Run 1, metal 3:
Bar = 20 um. Cells faint in the background.
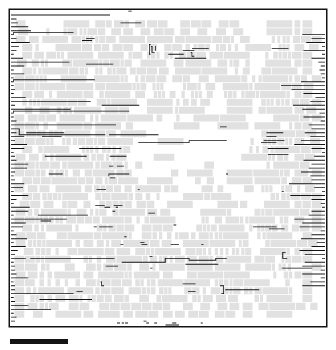
Run 1, met2 routing:
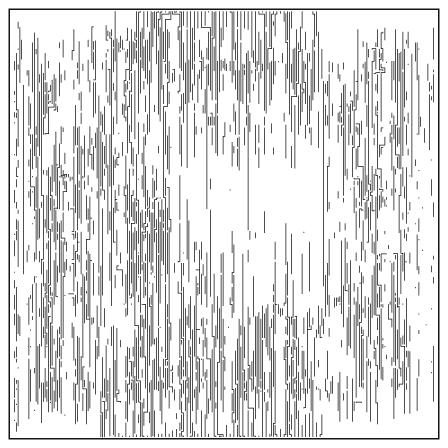
Run 1, clock wiring as the flow saved it:
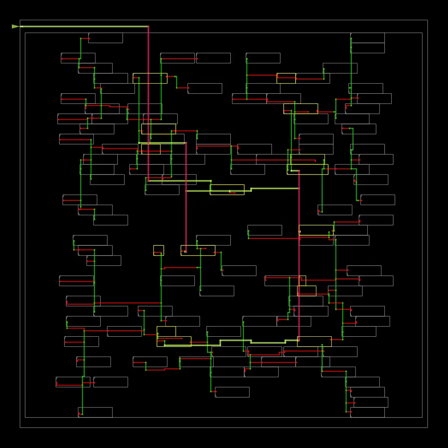
Run 1, metal 4:
Supply wires on this layer in gray. Cells faint in the background.
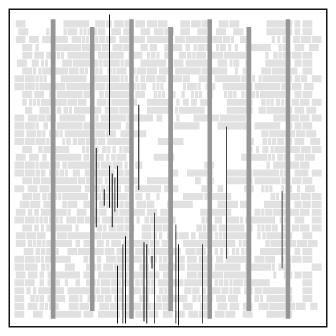
File: src/rtl/alu_issue_decoder_pkg.sv
// Shared ALU op_code / RV32I opcode constants and small decode helpers.
// Latency: n/a (constants and pure functions). Backpressure: n/a.
package alu_issue_decoder_pkg;

    typedef logic [3:0] alu_op_t;

    localparam alu_op_t ALU_ADD  = 4'd0;
    localparam alu_op_t ALU_SUB  = 4'd1;
    localparam alu_op_t ALU_XOR  = 4'd2;
    localparam alu_op_t ALU_OR   = 4'd3;
    localparam alu_op_t ALU_AND  = 4'd4;
    localparam alu_op_t ALU_SSL  = 4'd5;
    localparam alu_op_t ALU_SRL  = 4'd6;
    localparam alu_op_t ALU_SRA  = 4'd7;
    localparam alu_op_t ALU_SLT  = 4'd8;
    localparam alu_op_t ALU_SLTU = 4'd9;
    localparam alu_op_t ALU_NOP  = 4'd10;

    localparam logic [6:0] OPC_OP     = 7'b0110011;
    localparam logic [6:0] OPC_OP_IMM = 7'b0010011;
    localparam logic [6:0] OPC_LUI    = 7'b0110111;
    localparam logic [6:0] OPC_AUIPC  = 7'b0010111;

    localparam logic [6:0] F7_BASE = 7'b0000000;
    localparam logic [6:0] F7_ALT  = 7'b0100000;

    // funct3 -> op for the encodings that need no funct7 disambiguation
    function automatic alu_op_t funct3_op(input logic [2:0] f3);
        case (f3)
            3'b000:  return ALU_ADD;
            3'b001:  return ALU_SSL;
            3'b010:  return ALU_SLT;
            3'b011:  return ALU_SLTU;
            3'b100:  return ALU_XOR;
            3'b101:  return ALU_SRL;
            3'b110:  return ALU_OR;
            default: return ALU_AND;
        endcase
    endfunction

    function automatic logic is_shift(input alu_op_t op);
        return (op == ALU_SSL) || (op == ALU_SRL) || (op == ALU_SRA);
    endfunction

endpackage

File: src/rtl/rv32_alu_decode.sv
// RV32I OP/OP-IMM/LUI/AUIPC decode into ALU op_code and operands.
// Latency: purely combinational. Backpressure: none (no state).
module rv32_alu_decode
    import alu_issue_decoder_pkg::*;
#(
    parameter int XLEN = 32
) (
    input  logic [31:0]     i_instr,
    input  logic [XLEN-1:0] i_pc,
    input  logic [XLEN-1:0] i_rs1_dat,
    input  logic [XLEN-1:0] i_rs2_dat,
    output logic [XLEN-1:0] o_a,
    output logic [XLEN-1:0] o_b,
    output alu_op_t         o_op_code,
    output logic            o_we,
    output logic            o_illegal
);

    logic [6:0]      w_opcode;
    logic [2:0]      w_f3;
    logic [6:0]      w_f7;
    logic [4:0]      w_rd;
    logic [XLEN-1:0] w_imm_i;
    logic [XLEN-1:0] w_imm_u;
    logic [XLEN-1:0] w_a;
    logic [XLEN-1:0] w_b;
    alu_op_t         w_op;
    logic            w_legal;

    assign w_opcode = i_instr[6:0];
    assign w_rd     = i_instr[11:7];
    assign w_f3     = i_instr[14:12];
    assign w_f7     = i_instr[31:25];
    assign w_imm_i  = XLEN'($signed(i_instr[31:20]));
    assign w_imm_u  = XLEN'($signed({i_instr[31:12], 12'b0}));

    always_comb begin
        w_a     = '0;
        w_b     = '0;
        w_op    = ALU_NOP;
        w_legal = 1'b0;
        case (w_opcode)
            OPC_OP: begin
                w_a     = i_rs1_dat;
                w_b     = i_rs2_dat;
                w_op    = funct3_op(w_f3);
                w_legal = (w_f7 == F7_BASE);
                if (w_f3 == 3'b000 && w_f7 == F7_ALT) begin
                    w_op    = ALU_SUB;
                    w_legal = 1'b1;
                end else if (w_f3 == 3'b101 && w_f7 == F7_ALT) begin
                    w_op    = ALU_SRA;
                    w_legal = 1'b1;
                end
            end
            OPC_OP_IMM: begin
                w_a     = i_rs1_dat;
                w_b     = w_imm_i;
                w_op    = funct3_op(w_f3);
                w_legal = 1'b1;
                // Only shifts carry a funct7 field; other immediates use all 12 bits
                if (w_f3 == 3'b001) begin
                    w_legal = (w_f7 == F7_BASE);
                end else if (w_f3 == 3'b101) begin
                    w_legal = (w_f7 == F7_BASE) || (w_f7 == F7_ALT);
                    if (w_f7 == F7_ALT) w_op = ALU_SRA;
                end
            end
            OPC_LUI: begin
                w_b     = w_imm_u;
                w_op    = ALU_ADD;
                w_legal = 1'b1;
            end
            OPC_AUIPC: begin
                w_a     = i_pc;
                w_b     = w_imm_u;
                w_op    = ALU_ADD;
                w_legal = 1'b1;
            end
            default: ;
        endcase
    end

    always_comb begin
        o_a       = '0;
        o_b       = '0;
        o_op_code = ALU_NOP;
        o_we      = 1'b0;
        o_illegal = 1'b1;
        if (w_legal) begin
            o_a       = w_a;
            o_b       = is_shift(w_op) ? {{(XLEN-5){1'b0}}, w_b[4:0]} : w_b;
            o_op_code = w_op;
            o_we      = (w_rd != 5'd0);
            o_illegal = 1'b0;
        end
    end

endmodule

File: src/rtl/alu_issue_decoder.sv
// Decode/issue stage feeding the ALU through one registered valid/ready slot; optional flush via ALU_DEC_FLUSH_EN.
// Latency: 1 cycle accept->out_valid. Backpressure: in_ready=!out_valid||out_ready, slot holds bit-stable while stalled.
module alu_issue_decoder
    import alu_issue_decoder_pkg::*;
#(
    parameter int              XLEN         = 32,
    parameter logic [XLEN-1:0] RESET_PC_TAG = '0
) (
    input  logic            clk,
    input  logic            rst_n,
`ifdef ALU_DEC_FLUSH_EN
    input  logic            flush,
`endif
    input  logic            in_valid,
    output logic            in_ready,
    input  logic [31:0]     in_instr,
    input  logic [XLEN-1:0] in_pc,
    output logic [4:0]      rs1_addr,
    output logic [4:0]      rs2_addr,
    input  logic [XLEN-1:0] rs1_data,
    input  logic [XLEN-1:0] rs2_data,
    output logic            out_valid,
    input  logic            out_ready,
    output logic [XLEN-1:0] out_a,
    output logic [XLEN-1:0] out_b,
    output logic [3:0]      out_op_code,
    output logic [4:0]      out_rd,
    output logic            out_we,
    output logic            out_illegal,
    output logic [XLEN-1:0] out_pc
);

    logic            w_flush;
    logic            w_accept;
    logic [XLEN-1:0] w_a;
    logic [XLEN-1:0] w_b;
    alu_op_t         w_op;
    logic            w_we;
    logic            w_illegal;

    logic            r_valid;
    logic [XLEN-1:0] r_a;
    logic [XLEN-1:0] r_b;
    alu_op_t         r_op;
    logic [4:0]      r_rd;
    logic            r_we;
    logic            r_illegal;
    logic [XLEN-1:0] r_pc;

`ifdef ALU_DEC_FLUSH_EN
    assign w_flush = flush;
`else
    assign w_flush = 1'b0;
`endif

    assign rs1_addr = in_instr[19:15];
    assign rs2_addr = in_instr[24:20];
    assign in_ready = !w_flush && (!r_valid || out_ready);
    assign w_accept = in_valid && in_ready;

    rv32_alu_decode #(.XLEN(XLEN)) u_dec (
        .i_instr   (in_instr),
        .i_pc      (in_pc),
        .i_rs1_dat (rs1_data),
        .i_rs2_dat (rs2_data),
        .o_a       (w_a),
        .o_b       (w_b),
        .o_op_code (w_op),
        .o_we      (w_we),
        .o_illegal (w_illegal)
    );

    always_ff @(posedge clk or negedge rst_n) begin
        if (!rst_n) begin
            r_valid   <= 1'b0;
            r_a       <= '0;
            r_b       <= '0;
            r_op      <= ALU_NOP;
            r_rd      <= '0;
            r_we      <= 1'b0;
            r_illegal <= 1'b0;
            r_pc      <= RESET_PC_TAG;
        end else if (w_accept) begin
            r_valid   <= 1'b1;
            r_a       <= w_a;
            r_b       <= w_b;
            r_op      <= w_op;
            r_rd      <= in_instr[11:7];
            r_we      <= w_we;
            r_illegal <= w_illegal;
            r_pc      <= in_pc;
        end else if (out_ready || w_flush) begin
            r_valid   <= 1'b0;
        end
    end

    assign out_valid   = r_valid;
    assign out_a       = r_a;
    assign out_b       = r_b;
    assign out_op_code = r_op;
    assign out_rd      = r_rd;
    assign out_we      = r_we;
    assign out_illegal = r_illegal;
    assign out_pc      = r_valid ? r_pc : RESET_PC_TAG;

endmodule
File: config.mk
export PLATFORM = sky130hd
export DESIGN_NAME = alu_issue_decoder
export DESIGN_NICKNAME = d
export VERILOG_FILES = /design/src/rtl/alu_issue_decoder_pkg.sv /design/src/rtl/rv32_alu_decode.sv /design/src/rtl/alu_issue_decoder.sv
export SDC_FILE = /design/constraint.sdc
export NUM_CORES = 1
export LEC_CHECK = 0
export CORE_UTILIZATION = 44
export DETAILED_ROUTE_END_ITERATION = 7
export MAX_ROUTING_LAYER = met4
export PLACE_DENSITY = 0.86
export SETUP_SLACK_MARGIN = 0.15
export SYNTH_ARGS = -nofsm -noshare
export SYNTH_HDL_FRONTEND = slang
export SYNTH_SLANG_ARGS = --single-unit
export TNS_END_PERCENT = 1
File: constraint.sdc
create_clock -name clk -period 2.7 [get_ports clk]
set_clock_uncertainty 0.2 [all_clocks]
set_input_delay 0.675 -clock clk [delete_from_list [all_inputs] [get_ports clk]]
set_output_delay 0.675 -clock clk [all_outputs]
set_load 0.005 [all_outputs]
==> flow_summary.ini, run 1 <==
; physical design summary
[run_status]
status = completed

[worst_setup_path]
r2r_end = out_op_code[2]$_DFFE_PN0P_
max_stage_delay_ns = 0.53
critical_path_class = in -> out
cp_max_fo = 2
slowest_stage = clkdlybuf4s50_1
critPathRequiredTime_ns = 1.82
path_common_cell = clkdlybuf4s50_1
critPathArrivalTime_ns = 1.73
critPathBufInv = 2
path_cells = clkdlybuf4s50_1 -> clkdlybuf4s50_1
cp-end-kind = output pin
r2r_cells = 7
path_delay_family = buffers and inverters
rrSetupSlack_ns = 0.56

[clocking]
cts_buffer_depth = 2
cts.htree.levels = 3
cts_tree = built
ctsResizeCount = 2
root_buffer = clkbuf_16
clk_pin_slew_ns = 0.07

[finish]
area_growth_pct = 62.7
largest_cell_class = non-clock buffers
lay_top_cells = clkdlybuf4s50_1, nand2_1, dfrtp_1
layout.area.comb_um2 = 2200
regArea_um2 = 2710
seq_area_share_pct = 32.7
fillers = 799
nClkBuffers = 13
nets = 966
clk_share_pct = 3.90
final_cell_area_um2 = 8280
layout_top_cell = clkdlybuf4s50_1
finish.utilization_pct = 75.0
logic_gates = 422
comb_share_pct = 26.5
final_cells = 979

[synthesis]
flop_cell = dfrtp_1
yosysMostFrequentCell = nand2_1
ys_top_cells_by_area = dfrtp_1, nand2_1, o21ai_0
synth.distinct_cells = 37
async_reset_ff_share_pct = 100
top_area_cell = dfrtp_1
topCombFamilyByArea = simple AND/OR/NAND/NOR gates
compound_area_share_pct = 17.7
synth_warnings = 0
synthXorXnorAreaFrac_pct = 0.172
ys_sh_adder_pct = 0
syn_inst = 586
ys_seq_elements = 108

[pwr]
switchingPower_uw = 963
pg_comb_uw = 808
intPower_uw = 2970
power_frac_comb_pct = 20.5
pwr-share-seq_pct = 44.2
power-top-group = registers
seq_power_uw = 1740
power_density_nw_per_um2 = 475

[routing]
drc = 0
drtIter0Drc = 368
drtAntennaViolNets = 0
wl_met2_um = 8820
wl_per_cell_um = 17.6
first_pass_iters = 5

[global_routing]
grt_pass1_wl_um = 26100
grt_pass1_vias = 5319
grt_usage_pct = 29.6
top_usage_layer = met2
gr-usage-met2_pct = 50.3
use_met3_pct = 6.11
met1_usage_pct = 34.2
antenna_found_initial = 0
grt_max_degree = 86

[sta]
tightest_slew_ns = 0.438
rsz0062_at_grt = yes
final_max_slew_viol_count = 0
hold_viol = 0
setup_viol = 0
layout_min_cycle_time_ns = 2.61

[floorplanning]
nWellTaps = 140
coreArea_um2 = 11000
row_count = 38
fp.dieH_um = 110
die_w_um = 110
die_area_um2 = 12000

[place]
dp_hpwl_um = 12400

[job]
maxCapViolations = 0
Back to the opening pictures, 'metal 3':
The layer carries 1,270 um of wire. The longest straight run is 40.0 um. 195 nets have wire on it.

Back to the opening pictures, 'met2 routing':
The longest straight run is 68.5 um. The layer carries 8,820 um of wire. The wires run mostly vertical. The layer holds 51% of the routed length.

Back to the opening pictures, 'clock wiring as the flow saved it':
CTS Buf Count: 9
clk_lat worst skew: 0.34 ns
clock sinks: 108
flop count: 108
clock group total power: 1390 uW

Back to the opening pictures, 'metal 4':
The wires run mostly vertical. 19 nets have wire on it.

## Run 2: what changed since run 1
- ABC_CLOCK_PERIOD_IN_PS: unset -> 2700
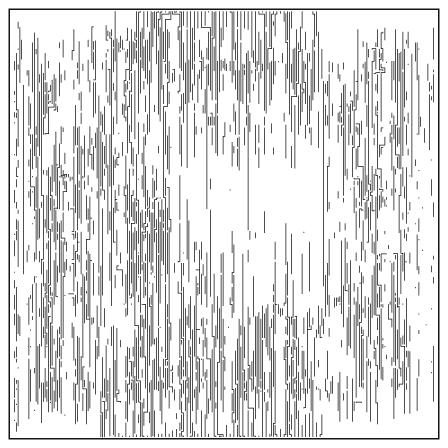
Run 2: met2 routing
The longest straight run is 68.5 um. The layer holds 51% of the routed length. The wires run mostly vertical.
routed vias: 5,337
met2 usage: 50.3%
DRT Wirelength: 17,200 um

==> run 2 against run 1 <==
Clock power about the same. Utilization did not move. Worst hold slack stayed put. Routed wire length did not move. Non-clock buffer count unchanged. Synthesized cell count is the same. Power is the same. Combinational power about the same. Synthesized area is the same. Fmax unchanged. Final area is the same. Sequential power about the same. Largest power group unchanged.
==> flow_summary.ini, run 2 <==
; physical design summary
[floorplanning]
fp.dieH_um = 110
die_w_um = 110
fp-utilization_pct = 46.1
nWellTaps = 140
row_count = 38
die_area_um2 = 12000
coreArea_um2 = 11000

[finish]
buffers = 290
comb_share_pct = 26.5
regArea_um2 = 2710
lay_top_cells = clkdlybuf4s50_1, nand2_1, dfrtp_1
largest_cell_class = non-clock buffers
final_cells = 979
clk_share_pct = 3.90
seq_cells = 108
nets = 966
seq_area_share_pct = 32.7
layout.area.comb_um2 = 2200
drive_gt1_share_pct = 8.46
buf_share_pct = 34.6
logic_gates = 422
fillers = 799
antennaDiodeCount = 0
finish.utilization_pct = 75.0
layout_top_cell = clkdlybuf4s50_1
n_all_inverters = 3
area_growth_pct = 62.7
final_cell_area_um2 = 8280
nClkBuffers = 13

[clocking]
cts_buffers = 9
root_buffer = clkbuf_16
cts_buffer_depth = 2
insertion_delay_ns = 0.34
ctsResizeCount = 2
clk_pin_slew_ns = 0.07
cts_setup_buffers = 0
ctsHoldBuffers = 0
cts.htree.levels = 3
cts_tree = built
cts_num_sinks = 108

[global_routing]
overflow = 0
met1_usage_pct = 34.2
grt_max_degree = 86
grt_usage_pct = 29.6
top_usage_layer = met2
antenna_found_initial = 0
use_met3_pct = 6.11
grt_pass1_wl_um = 26100
grt_pass1_vias = 5319

[synthesis]
syn_nets = 718
top_area_cell = dfrtp_1
compound_area_share_pct = 17.7
avgSynthCellArea_um2 = 8.68
synth-edff-count = 0
synthXorXnorAreaFrac_pct = 0.172
ys_sh_mux_pct = 2.16
syn_area_um2 = 5090
yosysMostFrequentCell = nand2_1
top_cell_area_share_pct = 52.1
syn_inst = 586
ys_seq_elements = 108
yosys-top-cells-count = nand2_1, dfrtp_1, o21ai_0
flop_cell = dfrtp_1
ys_top_cells_by_area = dfrtp_1, nand2_1, o21ai_0
ys_sh_adder_pct = 0
async_reset_ff_share_pct = 100
synth_warnings = 0
yosys.stat.seqShare_pct = 53.2
yosys_area_um2 = 5090
synth.distinct_cells = 37
topCombFamilyByArea = simple AND/OR/NAND/NOR gates

[pwr]
pg_comb_uw = 808
pwr-share-seq_pct = 44.2
power-top-group = registers
seq_power_uw = 1740
intPower_uw = 2970
power_density_nw_per_um2 = 475
switching_share_pct = 24.5
power_uw = 3930
peakVddDrop_uv = 359
switchingPower_uw = 963
clock_power_uw = 1390
leakagePower_uw = 0.00365
clockPowerShare_pct = 35.3
power_frac_comb_pct = 20.5

[worst_hold_path]
hold_path.class = in -> async

[routing]
wl_met2_um = 8820
wl_met3_um = 1270
drtIter0Drc = 368
wl_met1_um = 6640
first_pass_iters = 5
drtAntennaViolNets = 0
top_layer = met4
wl_per_cell_um = 17.6
drc = 0
vias_per_cell = 5.45

[job]
maxCapViolations = 0
warning_count = 28

[worst_setup_path]
cp-end-kind = output pin
path_cells = clkdlybuf4s50_1 -> clkdlybuf4s50_1
r2r_end = out_op_code[2]$_DFFE_PN0P_
r2r_start = out_valid$_DFFE_PN0P_
r2r_cells = 7
start_kind = input pin
path_delay_family = buffers and inverters
slowest_stage = clkdlybuf4s50_1
startpoint = in_instr[21]
max_stage_delay_ns = 0.53
critical_path_class = in -> out
critPathBufInv = 2
path_common_cell = clkdlybuf4s50_1
cp_max_fo = 2
cp-endpoint = rs2_addr[1]
critPathArrivalTime_ns = 1.73
critPathRequiredTime_ns = 1.82
rrSetupSlack_ns = 0.56

[place]
io_buffers = 250
place_area_um2 = 7900
gp_congestion = 0.893
dp_hpwl_um = 12400
dp_slack_ns = -0.262
dp.cells = 962

[sta]
rsz0062_at_grt = yes
fmax_mhz = 384
setup_viol = 0
setup_ws_ns = 0.0947
tightest_slew_ns = 0.438
setup_tns_ns = 0
final_max_slew_viol_count = 0
slew_headroom_pct = 70.8
holdWs_ns = 0.0548
layout_min_cycle_time_ns = 2.61
hold_viol = 0
timing.final.crit_share_pct = 96.5

[run_status]
status = completed
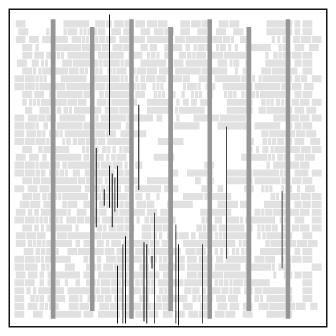
Run 2: metal 4
Supply wires on this layer in gray. Cells faint in the background.
19 nets have wire on it. The layer carries 496 um of wire.

Run 2, metal 3:
Bar = 20 um. Cells faint in the background.
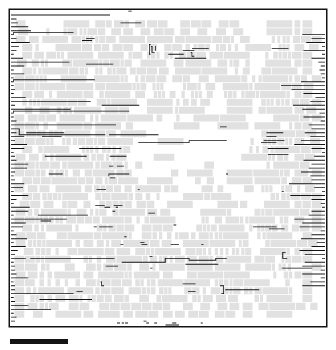

## Run 3: what changed since run 2
- ABC_CLOCK_PERIOD_IN_PS: 2700 -> 3000
- CAP_MARGIN: unset -> 20
- CORE_MARGIN: unset -> 1
- clock period: 2.7 -> 3 ns (I/O delays scaled with it)
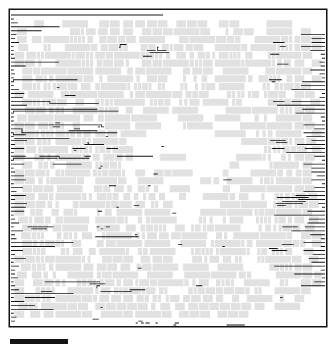
Run 3: metal 3
Bar = 20 um. Cells faint in the background.
The layer carries 1,200 um of wire. The wires run mostly horizontal. The longest straight run is 52.4 um.
met3 Track Usage GR: 5.33%
routed vias: 5,176
DRT Wirelength: 16,400 um

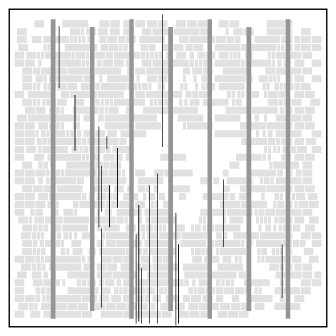
Run 3: metal 4
Supply wires on this layer in gray. Cells faint in the background.
The layer carries 498 um of wire. 16 nets have wire on it.

==> run 3 against run 2 <==
Clock power is 3% lower. Sequential share of layout area is 0.49 points higher. Critical endpoint is now in_ready. Highest routed layer unchanged. Die size stayed put. Synthesized cell count stayed put. Largest power group unchanged.
==> flow_summary.ini, run 3 <==
; physical design summary
[run_status]
status = completed

[worst_setup_path]
start_kind = input pin
r2r_start = out_valid$_DFFE_PN0P_
rrSetupSlack_ns = 0.73
critical_path_class = in -> out
r2r_end = out_a[24]$_DFFE_PN0P_
cp-end-kind = output pin
path_cells = clkdlybuf4s50_1 -> nand2b_1 -> clkdlybuf4s50_1
critPathArrivalTime_ns = 1.88
path_common_cell = clkdlybuf4s50_1
cp-endpoint = in_ready

[clocking]
ctsResizeCount = 0
ctsHoldBuffers = 0
cts_setup_buffers = 0
cts_tree = built
insertion_delay_ns = 0.34

[sta]
rsz0062_at_grt = yes
timing.final.crit_share_pct = 94.4
tightest_slew_ns = 0.532
holdWs_ns = 0.167
final_max_slew_viol_count = 0
fmax_mhz = 353
slew_headroom_pct = 64.4

[global_routing]
top_usage_layer = met2
gr-usage-met2_pct = 48.5
antenna_found_initial = 0
met1_usage_pct = 32.7
grt_usage_pct = 28.4

[finish]
antennaDiodeCount = 0
clk_share_pct = 4.30
buffers = 274
buf_share_pct = 33.6
lay_top_cells = clkdlybuf4s50_1, nand2_1, dfrtp_1
final_cell_area_um2 = 8150
nets = 950
finish.utilization_pct = 73.9

[pwr]
power-top-group = registers
power_density_nw_per_um2 = 444
seq_power_uw = 1560
leakagePower_uw = 0.00355
intPower_uw = 2760

[synthesis]
async_reset_ff_share_pct = 100
top_area_cell = dfrtp_1
top_cell_area_share_pct = 52.1
synthXorXnorAreaFrac_pct = 0.172
ys_top_cells_by_area = dfrtp_1, nand2_1, o21ai_0
synth-edff-count = 0
ys_sh_mux_pct = 2.16
ys_seq_elements = 108
yosys.stat.seqShare_pct = 53.2
topCombFamilyByArea = simple AND/OR/NAND/NOR gates
compound_area_share_pct = 17.7
yosysMostFrequentCell = nand2_1
syn_nets = 718
synth.distinct_cells = 37
syn_area_um2 = 5090
avgSynthCellArea_um2 = 8.68

[job]
maxCapViolations = 0
warning_count = 27

[routing]
wl_per_cell_um = 17.1
top_layer = met4
first_pass_iters = 6
wl_met1_um = 6390

[worst_hold_path]
hold_path.class = in -> async

[place]
gp_congestion = 0.881
dp_slack_ns = -0.146
dp.cells = 947

[floorplanning]
fp.dieH_um = 110
die_w_um = 110
row_count = 38
nWellTaps = 140
No activity file was given, so power comes from the tool's default toggle rates.
